<file path="src/rtl/sum_rx_fifo.sv">
// rtl/sum_rx_fifo.sv - receive FIFO for the inter-core softmax-sum link
// Optional feature macro: SUM_RX_BYPASS_EN (empty-FIFO write+pop cut-through)
module sum_rx_fifo #(
  parameter int bw_psum = 20,
  parameter int depth   = 4,
  parameter int aw      = 2
) (
  input  logic                 clk,
  input  logic                 reset,
  input  logic [bw_psum+3:0]   peer_sum,
  input  logic                 peer_sum_vld,
  input  logic                 fifo_ext_rd,
  output logic [bw_psum+3:0]   sum_in,
  output logic                 sum_rd_vld,
  output logic                 empty,
  output logic                 full,
  output logic [aw:0]          count,
  output logic                 ovf,
  output logic                 udf
);

  localparam int            dw        = bw_psum + 4;
  localparam logic [aw:0]   depth_cnt = (aw+1)'(depth);

  logic [dw-1:0] mem [0:depth-1];
  logic [aw-1:0] wp;
  logic [aw-1:0] rp;

  logic rd_ok;
  logic wr_ok;
  logic bypass;
  logic ovf_set;
  logic udf_set;

  // Occupancy flags come straight from the registered count.
  assign empty = (count == '0);
  assign full  = (count == depth_cnt);

  // Accept/reject decisions for the current cycle's write and pop.
  always_comb begin
    bypass  = 1'b0;
`ifdef SUM_RX_BYPASS_EN
    // Cut-through: the word goes straight to sum_in and is never stored.
    bypass  = empty && peer_sum_vld && fifo_ext_rd;
`endif
    rd_ok   = fifo_ext_rd && !empty;
    // A pop in the same cycle frees a slot, so a write at full still fits.
    wr_ok   = peer_sum_vld && (!full || rd_ok) && !bypass;
    ovf_set = peer_sum_vld && full && !rd_ok;
    udf_set = fifo_ext_rd && empty && !bypass;
  end

  // Storage array; contents need no reset because count gates every read.
  always_ff @(posedge clk) begin
    if (wr_ok) begin
      mem[wp] <= peer_sum;
    end
  end

  // Pointers, occupancy and sticky error flags.
  always_ff @(posedge clk) begin
    if (reset) begin
      wp    <= '0;
      rp    <= '0;
      count <= '0;
      ovf   <= 1'b0;
      udf   <= 1'b0;
    end else begin
      if (wr_ok) begin
        wp <= wp + 1'b1;
      end
      if (rd_ok) begin
        rp <= rp + 1'b1;
      end
      if (wr_ok && !rd_ok) begin
        count <= count + 1'b1;
      end else if (rd_ok && !wr_ok) begin
        count <= count - 1'b1;
      end
      if (ovf_set) begin
        ovf <= 1'b1;
      end
      if (udf_set) begin
        udf <= 1'b1;
      end
    end
  end

  // Registered read port: sum_in holds between pops, sum_rd_vld pulses once per pop.
  always_ff @(posedge clk) begin
    if (reset) begin
      sum_in     <= '0;
      sum_rd_vld <= 1'b0;
    end else begin
      sum_rd_vld <= rd_ok || bypass;
      if (rd_ok) begin
        sum_in <= mem[rp];
      end else if (bypass) begin
        sum_in <= peer_sum;
      end
    end
  end

endmodule
</file>
<file path="config.mk">
export PLATFORM = sky130hd
export DESIGN_NAME = sum_rx_fifo
export DESIGN_NICKNAME = d
export VERILOG_FILES = /design/src/rtl/sum_rx_fifo.sv
export SDC_FILE = /design/constraint.sdc
export NUM_CORES = 1
export LEC_CHECK = 0
export ABC_AREA = 1
export CORE_ASPECT_RATIO = 1.4
export CORE_MARGIN = 2
export CORE_UTILIZATION = 31
export DETAILED_ROUTE_END_ITERATION = 8
export PLACE_DENSITY = 0.48
export SKIP_CTS_REPAIR_TIMING = 1
export SLEW_MARGIN = 20
export SYNTH_ARGS = -nofsm -noshare
export SYNTH_HDL_FRONTEND = slang
export SYNTH_SLANG_ARGS = --single-unit
</file>
<file path="constraint.sdc">
create_clock -name clk -period 3.05 [get_ports clk]
set_clock_uncertainty 0.05 [all_clocks]
set_input_delay 0.61 -clock clk [delete_from_list [all_inputs] [get_ports clk]]
set_output_delay 0.61 -clock clk [all_outputs]
set_load 0.01 [all_outputs]
</file>
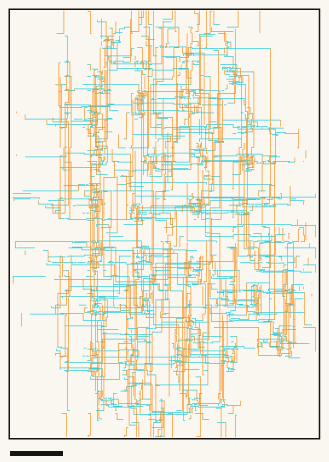
*Routed metal, one color a layer*
The bar under the picture is 20 um long. Only two layers are drawn.
| color | layer | wire length |
|---|---|---|
| orange | M2 | 6260 um |
| cyan | M1 | 4840 um |

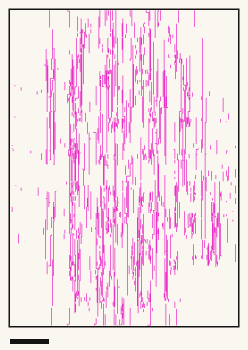
*Signal wires on met2*
The bar under the picture is 20 um long.
main direction: vertical
share of all routed wire: 54%
nets with wire on the layer: 476
met2 demand-to-capacity share in global routing: 0.238
total via count in the routed design: 3741
post-detailed-routing wire length: 11.6 mm

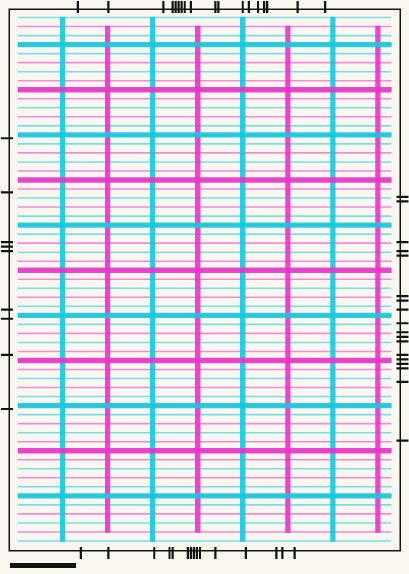
*Supply network*
The bar under the picture is 20 um long. Pins as bars on the die edge.
| color | net |
|---|---|
| magenta | VDD |
| cyan | VSS |
met1 rails: 59
signal pins: 60
Core Area: 17800 um2
height of the chip: 163 um
Chip Width: 117 um

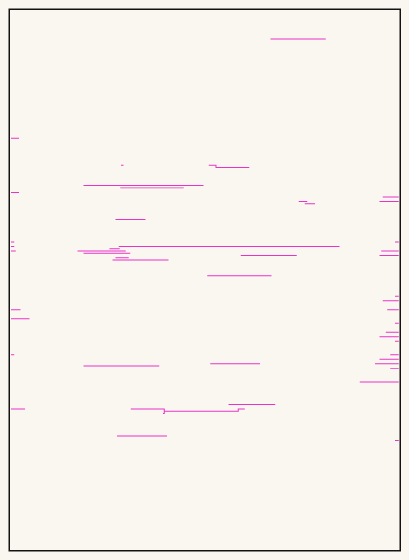
*Metal 3*
longest straight run: 66.2 um
wire length on this layer: 441 um
main direction: horizontal
share of all routed wire: 3.8%
nets with wire on the layer: 39

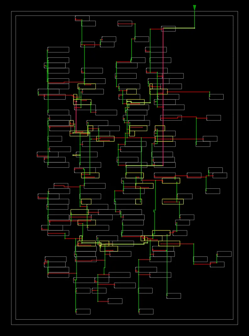
*Clock nets*
flop count: 130
number of buffers inserted during clock tree synthesis: 17
# clk buffers: 24
Late-Pin Clk Latency: 0.40 ns
clock group power: 2.05 mW

==> report_table.html <==
<h3>Flow metrics</h3>
<table>
<tr><th>Metric</th><th>Value</th></tr>
<tr><th colspan="2">Final layout</th></tr>
<tr><td>Most area-hungry cell class in the final design</td><td>registers</td></tr>
<tr><td>Layout buffering overhead excluding clock cells</td><td>0.101</td></tr>
<tr><td>Number of fill cells</td><td>1737</td></tr>
<tr><td>Non-clock inverter instance count of the final layout</td><td>138</td></tr>
<tr><td>Count of nets after finishing</td><td>704</td></tr>
<tr><td>Cell Count, Final, Fillers Out</td><td>923</td></tr>
<tr><td>Buffer count excluding the clock tree in the final layout</td><td>just under 70</td></tr>
<tr><td>Combinational share of cell area</td><td>0.192</td></tr>
<tr><td>Most frequent logic cells in the routed design</td><td>180 x nand2_1, 136 x inv_1, 96 x edfxtp_1, 59 x clkdlybuf4s50_1, 57 x nor2_1</td></tr>
<tr><td>Number of multi-input logic gates</td><td>314</td></tr>
<tr><td>Clock network area share</td><td>0.0865</td></tr>
<tr><td>Relative area change from synthesis to final layout</td><td>26.7%</td></tr>
<tr><td>Footprint of the flip-flops and latches</td><td>3560 um2</td></tr>
<tr><td>Most common cell after layout, fill and taps aside</td><td>nand2_1</td></tr>
<tr><td>Design Area, Final</td><td>7070 um2</td></tr>
<tr><td>Layout cells sized above 1</td><td>0.0732</td></tr>
<tr><th colspan="2">Placed design</th></tr>
<tr><td>Post-detailed-placement cell area</td><td>6460 um2</td></tr>
<tr><td>Routability congestion estimate from global placement</td><td>0.687</td></tr>
<tr><td>Post-place setup slack</td><td>0.277 ns</td></tr>
<tr><th colspan="2">Logic synthesis</th></tr>
<tr><td>Sequential area share after synthesis</td><td>0.639</td></tr>
<tr><td>Number of warnings printed during yosys synthesis</td><td>0</td></tr>
<tr><td>Complex Gates by Area</td><td>0.00673</td></tr>
<tr><td>Number of synthesized register bits</td><td>130</td></tr>
<tr><td>Count of different cell masters after synthesis</td><td>21</td></tr>
<tr><td>Synth Area per Inst</td><td>9.21 um2</td></tr>
<tr><td>Chip area in the Yosys report</td><td>5580 um2</td></tr>
<tr><td>Arithmetic-cell share of the synthesized area counting full adders, half adders and majority gates</td><td>0.0148</td></tr>
<tr><td>Netlist area before placement</td><td>5580 um2</td></tr>
<tr><td># Cells Yosys</td><td>606</td></tr>
<tr><th colspan="2">Setup path</th></tr>
<tr><td>Capture instance of the worst register-to-register path</td><td>count[2]</td></tr>
<tr><td>Register-to-register setup slack</td><td>1.03 ns</td></tr>
<tr><td>Crit path DRT</td><td>between 3 and 4 ns</td></tr>
<tr><td>Biggest cell delay along the critical path</td><td>~0.59 ns</td></tr>
<tr><td>Source of the critical timing path</td><td>fifo_ext_rd</td></tr>
<tr><td>Cell type group with the largest total delay on the critical path</td><td>buffers and inverters</td></tr>
<tr><td>Setup crit end</td><td>count[2]</td></tr>
<tr><td>Number of cells on the worst reg-to-reg path</td><td>13</td></tr>
<tr><td>Slowest-stage cell, CP</td><td>clkdlybuf4s50_1</td></tr>
<tr><td>Startpoint Class</td><td>primary input</td></tr>
<tr><td>Number of stages on the worst setup path</td><td>14</td></tr>
<tr><td>Worst-path maximum fanout</td><td>5</td></tr>
<tr><td>WS Path Type</td><td>in -&gt; reg</td></tr>
<tr><th colspan="2">Die</th></tr>
<tr><td>Tapcells</td><td>240</td></tr>
<tr><td>IO Pins</td><td>60</td></tr>
<tr><td>Number of core rows</td><td>58</td></tr>
<tr><th colspan="2">STA</th></tr>
<tr><td>Final worst-path cycle share</td><td>0.778</td></tr>
<tr><td>Tightest Pin Transition</td><td>0.900 ns</td></tr>
<tr><td>Final hold slack</td><td>0.402 ns</td></tr>
<tr><td>Fin. max-slew vios</td><td>0</td></tr>
<tr><td>Final worst path period need</td><td>2.37 ns</td></tr>
<tr><td>Final setup violating endpoints</td><td>0</td></tr>
<tr><td>Post-route setup slack</td><td>0.677 ns</td></tr>
<tr><td>Hold Vio Cnt, Final</td><td>0</td></tr>
<tr><td>Relative slew slack</td><td>0.399</td></tr>
<tr><td>Top achievable clock speed</td><td>421 MHz</td></tr>
<tr><td>Final total negative setup slack</td><td>0 ns</td></tr>
<tr><th colspan="2">Worst hold path</th></tr>
<tr><td>Path category of the worst min-delay check</td><td>reg -&gt; reg</td></tr>
<tr><td>Worst min-delay path startpoint</td><td>ovf</td></tr>
<tr><th colspan="2">Power</th></tr>
<tr><td>Areal power density over the cells</td><td>830 nW/um2</td></tr>
<tr><td>Main power group</td><td>sequential cells</td></tr>
<tr><td>Pint</td><td>around 4.1 mW</td></tr>
<tr><td>Clk pwr share</td><td>0.349</td></tr>
<tr><td>Sequential Power</td><td>roughly 2.3 mW</td></tr>
<tr><td>Highest ir drop seen on vdd</td><td>408 uV</td></tr>
<tr><td>Proportion of power drawn by combinational gates</td><td>0.263</td></tr>
<tr><td>Reported net switching power</td><td>~1.7 mW</td></tr>
<tr><td>Power drawn by the combinational cells</td><td>1.54 mW</td></tr>
<tr><th colspan="2">Detailed routing</th></tr>
<tr><td>Post-route antenna net violation count</td><td>0</td></tr>
<tr><td>Drt first pass iters</td><td>4</td></tr>
<tr><td>Drt first-iter violations</td><td>244</td></tr>
<tr><td>Drc violations</td><td>0</td></tr>
<tr><th colspan="2">GRT</th></tr>
<tr><td>First-pass GRT wire length</td><td>around 19 mm</td></tr>
<tr><td>Met3 GRT Util</td><td>0.0270</td></tr>
<tr><td>Vias in the first global route</td><td>3601</td></tr>
<tr><td>Total GRT Usage</td><td>0.128</td></tr>
<tr><td>Maximum number of pins on one net before global-route repair</td><td>52</td></tr>
<tr><th colspan="2">Clock network</th></tr>
<tr><td>CTS H-tree depth</td><td>4</td></tr>
<tr><td>Clock net sink count</td><td>between 100 and 150</td></tr>
<tr><td>Clock input transition at the sequential cells of the worst setup and hold paths</td><td>0.06 ns</td></tr>
<tr><td>Clock tree from TritonCTS</td><td>built</td></tr>
<tr><th colspan="2">Flow run</th></tr>
<tr><td>Total number of warnings across the stage logs</td><td>29</td></tr>
<tr><th colspan="2">Run status</th></tr>
<tr><td>Outcome</td><td>finished, final reports clean</td></tr>
</table>
state kept, by name (all words and copies together), names as in the netlist:
register	cells
mem	96
sum_in	24
count	3
rp	2
wp	2
ovf	1
sum_rd_vld	1
udf	1
metal layers:
| metal | part of all wire | vias to the layer above |
|---|---|---|
| met3 | 0.038 | 4 |
| met5 | 0 | - |
| met1 | 0.42 | 1700 |
| met4 | 0.0075 | 0 |
| li1 | - | 1965 |
| met2 | 0.54 | 72 |
synth_stat cells:
master | instances | area [um2]
a21oi_1 | 5 | 25.0
buf_2 | 15 | 75.1
buf_4 | 5 | 37.5
buf_6 | 3 | 33.8
clkbuf_1 | 1 | 3.75
dfxtp_1 | 34 | 681
edfxtp_1 | 96 | 2880
fa_1 | 1 | 20.0
ha_1 | 5 | 62.6
inv_1 | 136 | 510
inv_2 | 2 | 7.51
nand2_1 | 180 | 676
nand2_4 | 2 | 22.5
nand3_1 | 54 | 270
nand4_1 | 1 | 6.26
nor2_1 | 61 | 229
nor2_4 | 1 | 11.3
nor3_1 | 1 | 5.00
o21a_1 | 1 | 7.51
o21ai_0 | 1 | 5.00
xor2_1 | 1 | 8.76
worst reg2reg max path: stages (launching register included):
cell and delay [ns]:
dfxtp_1 0.49, nor2_4 0.09, nand3_1 0.17, nand2_1 0.10, inv_1 0.07, ha_1 0.16
inv_1 0.07, fa_1 0.39, inv_1 0.07, nand2_1 0.05, nand3_1 0.08, nand2_1 0.06
nand2_1 0.06, nor2_1 0.03
metrics by stage:
step / util / power (mW)
6_report: 0.398 / 5.87
5_1_grt: 0.398 / 6.24
4_1_cts: 0.398 / 5.96
3_5_place_dp: 0.363 / 3.89
3_3_place_gp: 0.363 / 3.86
2_1_floorplan: - / 3.30
Power is estimated from default activity; no workload was simulated.
